$ cat src/rtl/pa_pg_sched_pkg.sv
// Package for the pa/pg command scheduler.
// Holds the scheduler state encoding, the pa/pg command codes and small
// helpers shared by the scheduler RTL.
package pa_pg_sched_pkg;

    typedef enum logic [1:0] {
        ST_IDLE  = 2'd0,
        ST_ISSUE = 2'd1,
        ST_GAP   = 2'd2
    } sched_state_e;

    localparam logic [1:0] CMD_STOP      = 2'd0;
    localparam logic [1:0] CMD_START     = 2'd1;
    localparam logic [1:0] CMD_CLR_STATS = 2'd2;
    localparam logic [1:0] CMD_SNAPSHOT  = 2'd3;

    // Requester index to one-hot grant/ready/done vector.
    function automatic logic [1:0] idx_to_onehot(input logic idx);
        logic [1:0] vec;
        if (idx) begin
            vec = 2'b10;
        end else begin
            vec = 2'b01;
        end
        return vec;
    endfunction

endpackage

$ cat src/rtl/pa_pg_cmd_scheduler_if.sv
// Requester and command-stream bundle of the pa/pg command scheduler.
//   req_valid[1:0]  : requester i offers a command
//   req_ready[1:0]  : requester i's command accepted this cycle
//   req_cmd[3:0]    : 2-bit command code per requester
//   req_rpt         : CNT_W-bit repeat count per requester (beats = rpt+1)
//   out_valid/out_ready/out_data : Avalon-ST command beat stream
// master = scheduler side, slave = requesters plus downstream sink.
interface pa_pg_cmd_scheduler_if #(
    parameter int CNT_W = 8
);
    logic [1:0]         req_valid;
    logic [1:0]         req_ready;
    logic [3:0]         req_cmd;
    logic [2*CNT_W-1:0] req_rpt;
    logic               out_valid;
    logic               out_ready;
    logic [1:0]         out_data;

    modport master (
        input  req_valid, req_cmd, req_rpt, out_ready,
        output req_ready, out_valid, out_data
    );

    modport slave (
        output req_valid, req_cmd, req_rpt, out_ready,
        input  req_ready, out_valid, out_data
    );
endinterface

$ cat src/rtl/pa_pg_cmd_scheduler_rr_arb2.sv
// Two-requester round-robin arbiter.
//   clk, reset_n : clock, synchronous active-low reset
//   req[1:0]     : request vector
//   upd_en       : record upd_idx as the last-served requester
//   upd_idx      : requester index that was just served (or aborted)
//   gnt_any      : at least one request present
//   gnt_idx      : index of the winning requester (combinational)
// After reset the last-served pointer is 1, so requester 0 wins a tie first.
module rr_arb2 (
    input  logic       clk,
    input  logic       reset_n,
    input  logic [1:0] req,
    input  logic       upd_en,
    input  logic       upd_idx,
    output logic       gnt_any,
    output logic       gnt_idx
);

    logic last_r;

    // Pick the requester: a lone request always wins, a tie goes to the one not served last.
    always_comb begin
        gnt_any = |req;
        if (req == 2'b11) begin
            gnt_idx = ~last_r;
        end else if (req[1]) begin
            gnt_idx = 1'b1;
        end else begin
            gnt_idx = 1'b0;
        end
    end

    // Last-served pointer register.
    always_ff @(posedge clk) begin
        if (!reset_n) begin
            last_r <= 1'b1;
        end else if (upd_en) begin
            last_r <= upd_idx;
        end else begin
            last_r <= last_r;
        end
    end

endmodule

$ cat src/rtl/pa_pg_cmd_scheduler.sv
// pa/pg command scheduler: arbitrates two requesters, then streams the
// winner's command code rpt+1 times over an Avalon-ST link, followed by a
// fixed idle gap.
//   clk, reset_n : clock, synchronous active-low reset
//   flush        : abort the current command, back to IDLE, no done
//   bus          : requester handshake and out stream (master modport)
//   grant[1:0]   : one-hot owner of the current command, 0 in IDLE
//   done[1:0]    : one-cycle pulse when requester i's command has fully issued
//   busy         : state is not IDLE
module pa_pg_cmd_scheduler
    import pa_pg_sched_pkg::*;
#(
    parameter int CNT_W      = 8,
    parameter int GAP_CYCLES = 2
) (
    input  logic                  clk,
    input  logic                  reset_n,
    input  logic                  flush,
    pa_pg_cmd_scheduler_if.master bus,
    output logic [1:0]            grant,
    output logic [1:0]            done,
    output logic                  busy
);

    localparam int GAP_W = (GAP_CYCLES > 1) ? $clog2(GAP_CYCLES) : 1;
    // Gap counter counts down to zero, so it is loaded with GAP_CYCLES-1.
    localparam logic [GAP_W-1:0] GAP_LOAD = (GAP_CYCLES > 0) ? GAP_W'(GAP_CYCLES - 1) : {GAP_W{1'b0}};

    sched_state_e     state_r, state_nxt_s;
    logic             owner_r, owner_nxt_s;
    logic [1:0]       cmd_r, cmd_nxt_s;
    logic [CNT_W-1:0] cnt_r, cnt_nxt_s;
    logic [GAP_W-1:0] gap_r, gap_nxt_s;
    logic [1:0]       done_nxt_s;
    logic [1:0]       req_ready_s;
    logic             upd_en_s;
    logic             arb_any_s;
    logic             arb_idx_s;
    logic             xfer_s;

    logic             out_valid_r;
    logic [1:0]       out_data_r;
    logic [1:0]       grant_r;
    logic [1:0]       done_r;
    logic             busy_r;

    rr_arb2 u_arb (
        .clk     (clk),
        .reset_n (reset_n),
        .req     (bus.req_valid),
        .upd_en  (upd_en_s),
        .upd_idx (owner_r),
        .gnt_any (arb_any_s),
        .gnt_idx (arb_idx_s)
    );

    assign xfer_s = out_valid_r & bus.out_ready;

    // Next-state, capture and pointer-update logic; req_ready is a same-cycle grant strobe.
    always_comb begin
        state_nxt_s = state_r;
        owner_nxt_s = owner_r;
        cmd_nxt_s   = cmd_r;
        cnt_nxt_s   = cnt_r;
        gap_nxt_s   = gap_r;
        done_nxt_s  = 2'b00;
        req_ready_s = 2'b00;
        upd_en_s    = 1'b0;
        case (state_r)
            ST_IDLE: begin
                // Reset and flush both block a grant in this cycle.
                if (reset_n && !flush && arb_any_s) begin
                    req_ready_s = idx_to_onehot(arb_idx_s);
                    owner_nxt_s = arb_idx_s;
                    cmd_nxt_s   = arb_idx_s ? bus.req_cmd[3:2] : bus.req_cmd[1:0];
                    cnt_nxt_s   = arb_idx_s ? bus.req_rpt[2*CNT_W-1:CNT_W] : bus.req_rpt[CNT_W-1:0];
                    state_nxt_s = ST_ISSUE;
                end else begin
                    state_nxt_s = ST_IDLE;
                end
            end
            ST_ISSUE: begin
                // A flush coinciding with the final beat still lets the beat go, but eats the done.
                if (flush) begin
                    upd_en_s    = 1'b1;
                    state_nxt_s = ST_IDLE;
                end else if (xfer_s) begin
                    if (cnt_r == {CNT_W{1'b0}}) begin
                        done_nxt_s  = idx_to_onehot(owner_r);
                        upd_en_s    = 1'b1;
                        gap_nxt_s   = GAP_LOAD;
                        state_nxt_s = (GAP_CYCLES > 0) ? ST_GAP : ST_IDLE;
                    end else begin
                        cnt_nxt_s = cnt_r - {{(CNT_W-1){1'b0}}, 1'b1};
                    end
                end else begin
                    state_nxt_s = ST_ISSUE;
                end
            end
            ST_GAP: begin
                if (flush) begin
                    upd_en_s    = 1'b1;
                    state_nxt_s = ST_IDLE;
                end else if (gap_r == {GAP_W{1'b0}}) begin
                    state_nxt_s = ST_IDLE;
                end else begin
                    gap_nxt_s = gap_r - {{(GAP_W-1){1'b0}}, 1'b1};
                end
            end
            default: begin
                state_nxt_s = ST_IDLE;
            end
        endcase
    end

    // State, capture registers and registered outputs derived from the next state.
    always_ff @(posedge clk) begin
        if (!reset_n) begin
            state_r     <= ST_IDLE;
            owner_r     <= 1'b0;
            cmd_r       <= CMD_STOP;
            cnt_r       <= {CNT_W{1'b0}};
            gap_r       <= {GAP_W{1'b0}};
            out_valid_r <= 1'b0;
            out_data_r  <= CMD_STOP;
            grant_r     <= 2'b00;
            done_r      <= 2'b00;
            busy_r      <= 1'b0;
        end else begin
            state_r     <= state_nxt_s;
            owner_r     <= owner_nxt_s;
            cmd_r       <= cmd_nxt_s;
            cnt_r       <= cnt_nxt_s;
            gap_r       <= gap_nxt_s;
            out_valid_r <= (state_nxt_s == ST_ISSUE);
            out_data_r  <= (state_nxt_s == ST_ISSUE) ? cmd_nxt_s : CMD_STOP;
            grant_r     <= (state_nxt_s != ST_IDLE) ? idx_to_onehot(owner_nxt_s) : 2'b00;
            done_r      <= done_nxt_s;
            busy_r      <= (state_nxt_s != ST_IDLE);
        end
    end

    assign bus.req_ready = req_ready_s;
    assign bus.out_valid = out_valid_r;
    assign bus.out_data  = out_data_r;
    assign grant         = grant_r;
    assign done          = done_r;
    assign busy          = busy_r;

endmodule
$ cat src/flat_wrapper.sv
// flat-port wrapper written by rule: the top's interface ports become plain ports
module pa_pg_cmd_scheduler_flat import pa_pg_sched_pkg::*;
#(
    parameter int CNT_W      = 8,
    parameter int GAP_CYCLES = 2
)
  (clk, reset_n, flush, grant, done, busy, bus_req_valid, bus_req_cmd, bus_req_rpt, bus_out_ready, bus_req_ready, bus_out_valid, bus_out_data);
  pa_pg_cmd_scheduler_if #(.CNT_W(CNT_W)) bus_i ();
  input  logic clk;
  input  logic reset_n;
  input  logic flush;
  output logic [1:0] grant;
  output logic [1:0] done;
  output logic busy;
  input wire logic [$bits(bus_i.req_valid)-1:0] bus_req_valid;
  input wire logic [$bits(bus_i.req_cmd)-1:0] bus_req_cmd;
  input wire logic [$bits(bus_i.req_rpt)-1:0] bus_req_rpt;
  input wire logic [$bits(bus_i.out_ready)-1:0] bus_out_ready;
  output wire logic [$bits(bus_i.req_ready)-1:0] bus_req_ready;
  output wire logic [$bits(bus_i.out_valid)-1:0] bus_out_valid;
  output wire logic [$bits(bus_i.out_data)-1:0] bus_out_data;
  assign bus_i.req_valid = bus_req_valid;
  assign bus_i.req_cmd = bus_req_cmd;
  assign bus_i.req_rpt = bus_req_rpt;
  assign bus_i.out_ready = bus_out_ready;
  assign bus_req_ready = bus_i.req_ready;
  assign bus_out_valid = bus_i.out_valid;
  assign bus_out_data = bus_i.out_data;
  pa_pg_cmd_scheduler #(.CNT_W(CNT_W), .GAP_CYCLES(GAP_CYCLES)) u_core (.clk(clk), .reset_n(reset_n), .flush(flush), .bus(bus_i), .grant(grant), .done(done), .busy(busy));
endmodule
$ cat config.mk
export PLATFORM = sky130hd
export DESIGN_NAME = pa_pg_cmd_scheduler_flat
export DESIGN_NICKNAME = d
export VERILOG_FILES = /design/src/rtl/pa_pg_sched_pkg.sv /design/src/rtl/pa_pg_cmd_scheduler_if.sv /design/src/rtl/pa_pg_cmd_scheduler_rr_arb2.sv /design/src/rtl/pa_pg_cmd_scheduler.sv /design/src/flat_wrapper.sv
export SDC_FILE = /design/constraint.sdc
export NUM_CORES = 1
export LEC_CHECK = 0
export CORE_MARGIN = 2
export CORE_UTILIZATION = 32
export CTS_BUF_LIST = sky130_fd_sc_hd__clkbuf_4 sky130_fd_sc_hd__clkbuf_8
export DETAILED_ROUTE_END_ITERATION = 8
export HOLD_SLACK_MARGIN = 0.03
export SLEW_MARGIN = 5
export SYNTH_ARGS = -nofsm -noshare
export SYNTH_HDL_FRONTEND = slang
export SYNTH_SLANG_ARGS = --single-unit
export TNS_END_PERCENT = 20
$ cat constraint.sdc
create_clock -name clk -period 2.42 [get_ports clk]
set_input_delay 0.484 -clock clk [delete_from_list [all_inputs] [get_ports clk]]
set_output_delay 0.484 -clock clk [all_outputs]
set_load 0.03 [all_outputs]
Clock routing:
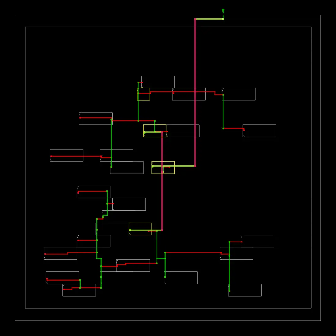
Sink Count: 23
CTS buffer count: 3

Pin placement:
(6 px per µm) Pins as bars across the die edge, other pins in grey.
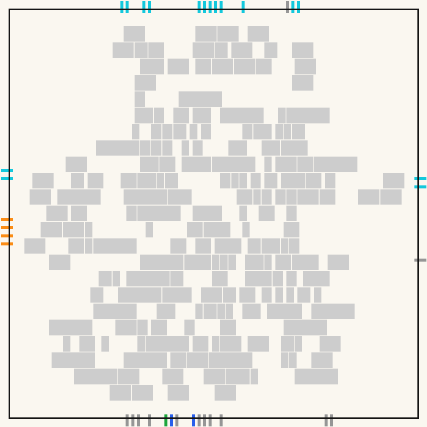
port	colour	pins	direction	edge
`reset_n`	green	1	input	bottom
`bus_req_ready`	blue	2	output	bottom
`bus_req_rpt`	cyan	16	input	12 top, 2 right, 2 left
`bus_req_cmd`	orange	4	input	left
die height: 67.89 µm
# port buffers: 35
Die X: 67.89 µm

Metal 3:
(6 px per µm) Cells faint in the background.
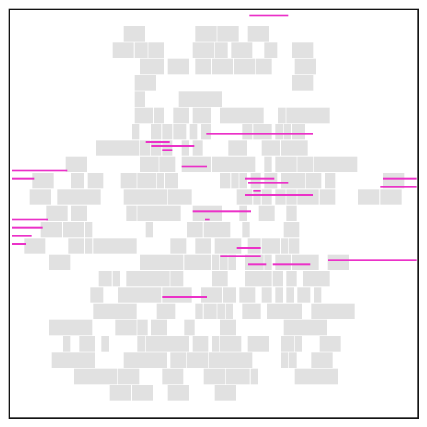
nets with wire on the layer	22
longest straight run	17.5 µm
main direction	horizontal
share of all routed wire	4.8%
via count: 1,269
grt met3 use: 0.01974
Total Wirelength: 3156 µm

Wire density map:
(4 px per µm) 14 x 14 tiles, from dark purple (low) to yellow (high), scaled to the fullest tile. Values are wire area over tile area, all layers added.
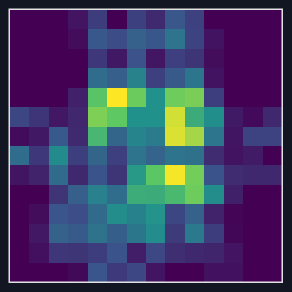
tiles over half the peak	12%
nearly empty tiles	29%
fullest tile	0.51
densest ninth of the die	middle
mean over tiles	0.11
emptiest ninth of the die	top left

Placed cells, one colour a class:
(8 px per µm)
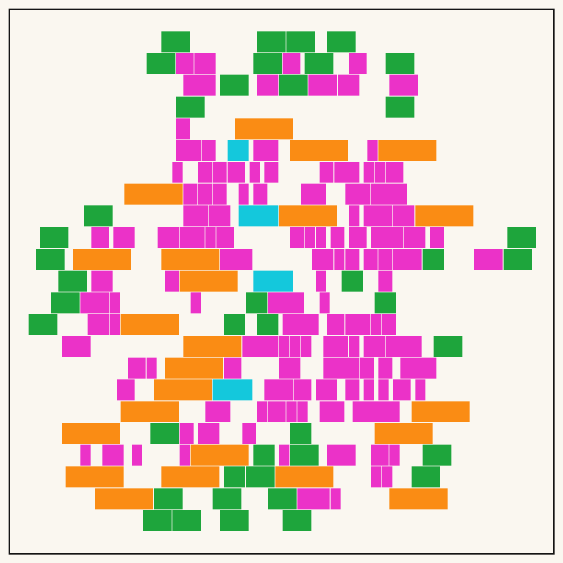
class	colour	cells	share of their area
clock drivers and dummy loads	cyan	4	2.8%
other buffers and delay cells	green	42	23%
flip-flops	orange	23	27%
all other logic	magenta	124	47%
Seq/total area: 0.2586
core occupancy in the finished layout: 0.4483
fin area: 1780 µm²
# rows: 23

==> results.sh <==
# physical design summary
export IMPL_status="complete, no violations"
export IMPL_syn_area_um2=1306
export IMPL_post_place_cells=239
export IMPL_setup_viol=0
export IMPL_arrival_ps=1810
export IMPL_grt_pass1_vias=1151
export IMPL_synth_edff_count=0
export IMPL_insertion_delay_ps=270
export IMPL_grt_pass1_wl_um=5257
export IMPL_layout_setup_ws_ps=124.2
export IMPL_finalPower_uw=844.4
export IMPL_ys_ff=23
export IMPL_crit_type="input port to output pin"
export IMPL_hold_class="register to register"
export IMPL_design_core_area_um2=3971
export IMPL_preCtsSetupSlack_ps=100.7
export IMPL_final_cell_mix="clkdlybuf4s50_1, dfxtp_1, nor2_1"
export IMPL_cts_tree="done"
export IMPL_yosysChipArea_um2=1306
export IMPL_syn2layout_area_growth_pct=36.30
export IMPL_met1_length_um=1459
export IMPL_overflow=0
export IMPL_grt_usage=0.1519
export IMPL_rsz0062_at_grt="false"
export IMPL_synth_compound_area_share=0.2634
export IMPL_first_pass_iters=4
export IMPL_yosys_area_top_type="dfxtp_1"
export IMPL_max_cap_violations=0
export IMPL_drive_gt1_frac=0.1192
export IMPL_end_kind="output pin"
export IMPL_maxSlewHeadroom=0.6115
export IMPL_wl_met2_um=1490
export IMPL_simple_gate_area_frac=0.2347
export IMPL_use_met1=0.2014
export IMPL_seq_area_um2=460.4
export IMPL_skew_ps=3.562
export IMPL_htreeDepth=1
export IMPL_yosys_stat_cells=154
export IMPL_ant_nets=0
export IMPL_power_leakage_uw=0.0006530
export IMPL_topCellsByArea="dfxtp_1, a21oi_1, nor2_1"
export IMPL_top_layer="met4"
export IMPL_busiest_layer="met2"
export IMPL_tool_warnings=29
export IMPL_hold_violations=0
export IMPL_worst_ep_required_time_ps=1940
export IMPL_ys_types=47
export IMPL_top_area_frac=0.3525
export IMPL_initialDrtViolationCount=59
export IMPL_antenna_found_initial=0
export IMPL_tightest_slew_ps=581.5
export IMPL_dp_hpwl_um=2490
export IMPL_p_per_area_nw_per_um2=474.3
export IMPL_grt_max_degree=15
export IMPL_lay_top_count="clkdlybuf4s50_1"
export IMPL_drt_drc_violations_left=0
export IMPL_cp_max_fo=7
export IMPL_fin_crit_ps=2296
export IMPL_gp_congestion=0.8442
export IMPL_synth_avg_cell_area_um2=8.482
export IMPL_drv_slew=0
export IMPL_mi_logic_area_um2=784.5
export IMPL_nFillCells=393
export IMPL_postSynthSeqShare=0.3525
export IMPL_ff_type="dfxtp_1"
export IMPL_wl_met3_um=151
export IMPL_synthCells=154
export IMPL_syn_nets=185
export IMPL_postCtsSetupBuffers=0
export IMPL_place_area_um2=1732
export IMPL_max_freq_mhz=435.6
export IMPL_grtUsageMet2=0.2475
export IMPL_synth_mux_area_fraction=0.05460
export IMPL_start_kind="input port"
export IMPL_tns_ps=0
export IMPL_post_route_period_util=0.9487
export IMPL_final_nets=225
export IMPL_yosys_warnings=0
export IMPL_root_buffer="clkbuf_8"
export IMPL_max_vdd_ir_drop_mv=0.1694
-- synthesized netlist by cell type (2+ instances only) --
master,number
o211ai_1,3
a21oi_1,14
or3_1,2
nor2b_1,5
nand2_1,11
nand3_1,2
nor3_1,2
o21ai_0,6
nor3b_1,2
dfxtp_1,23
o41ai_1,2
mux2i_1,6
inv_1,7
a211o_1,2
clkbuf_1,4
nor2_1,18
a211oi_1,6
buf_4,2
a31oi_1,2
and3_1,2
nand3b_1,2
o32ai_1,2
ha_1,5
-- final timing paths --
| check | from | to | slack (ps) | cells past startpoint |
|---|---|---|---|---|
| hold reg to reg | u_core.owner_r | u_core.done[0] | 470 | 1 |
| setup reg to reg | u_core.state_r[1] | u_core.cnt_r[7] | 330 | 6 |
| setup / recovery | flush | bus_req_ready[0] | 120 | 5 |
| hold / removal | u_core.owner_r | u_core.done[0] | 470 | 1 |
-- registers in the layout, indices dropped and copies added (netlist names) --
name                  cells
u_core.state_r            2
u_core.cmd_r              2
u_core.grant              2
u_core.bus.out_data       2
u_core.gap_r              1
u_core.owner_r            1
u_core.cnt_r              8
u_core.done               2
u_core.busy               1
u_core.bus.out_valid      1
u_core.u_arb.last_r       1
-- layout make-up --
cell class,instances,area share
Inverter,7,0.01476
Clock buffer,3,0.02319
Sequential cell,23,0.2586
Tap cell,50,0.03514
Multi-Input combinational cell,117,0.4406
Clock inverter,1,0.004216
Timing Repair Buffer,42,0.2235
-- critical path: stages --
cell and delay (ps):
clkdlybuf4s50_1 520, nand3b_1 260, or2_1 280, nor2_1 100
buf_4 170
-- where the power goes --
part | switching, µW | internal, µW | total [µW]
Sequential | 11.4 | 392 | 403
Clock | 132 | 117 | 248
Combinational | 95.6 | 97.4 | 193
Total | 239 | 606 | 844
Power is estimated from default activity; no workload was simulated.
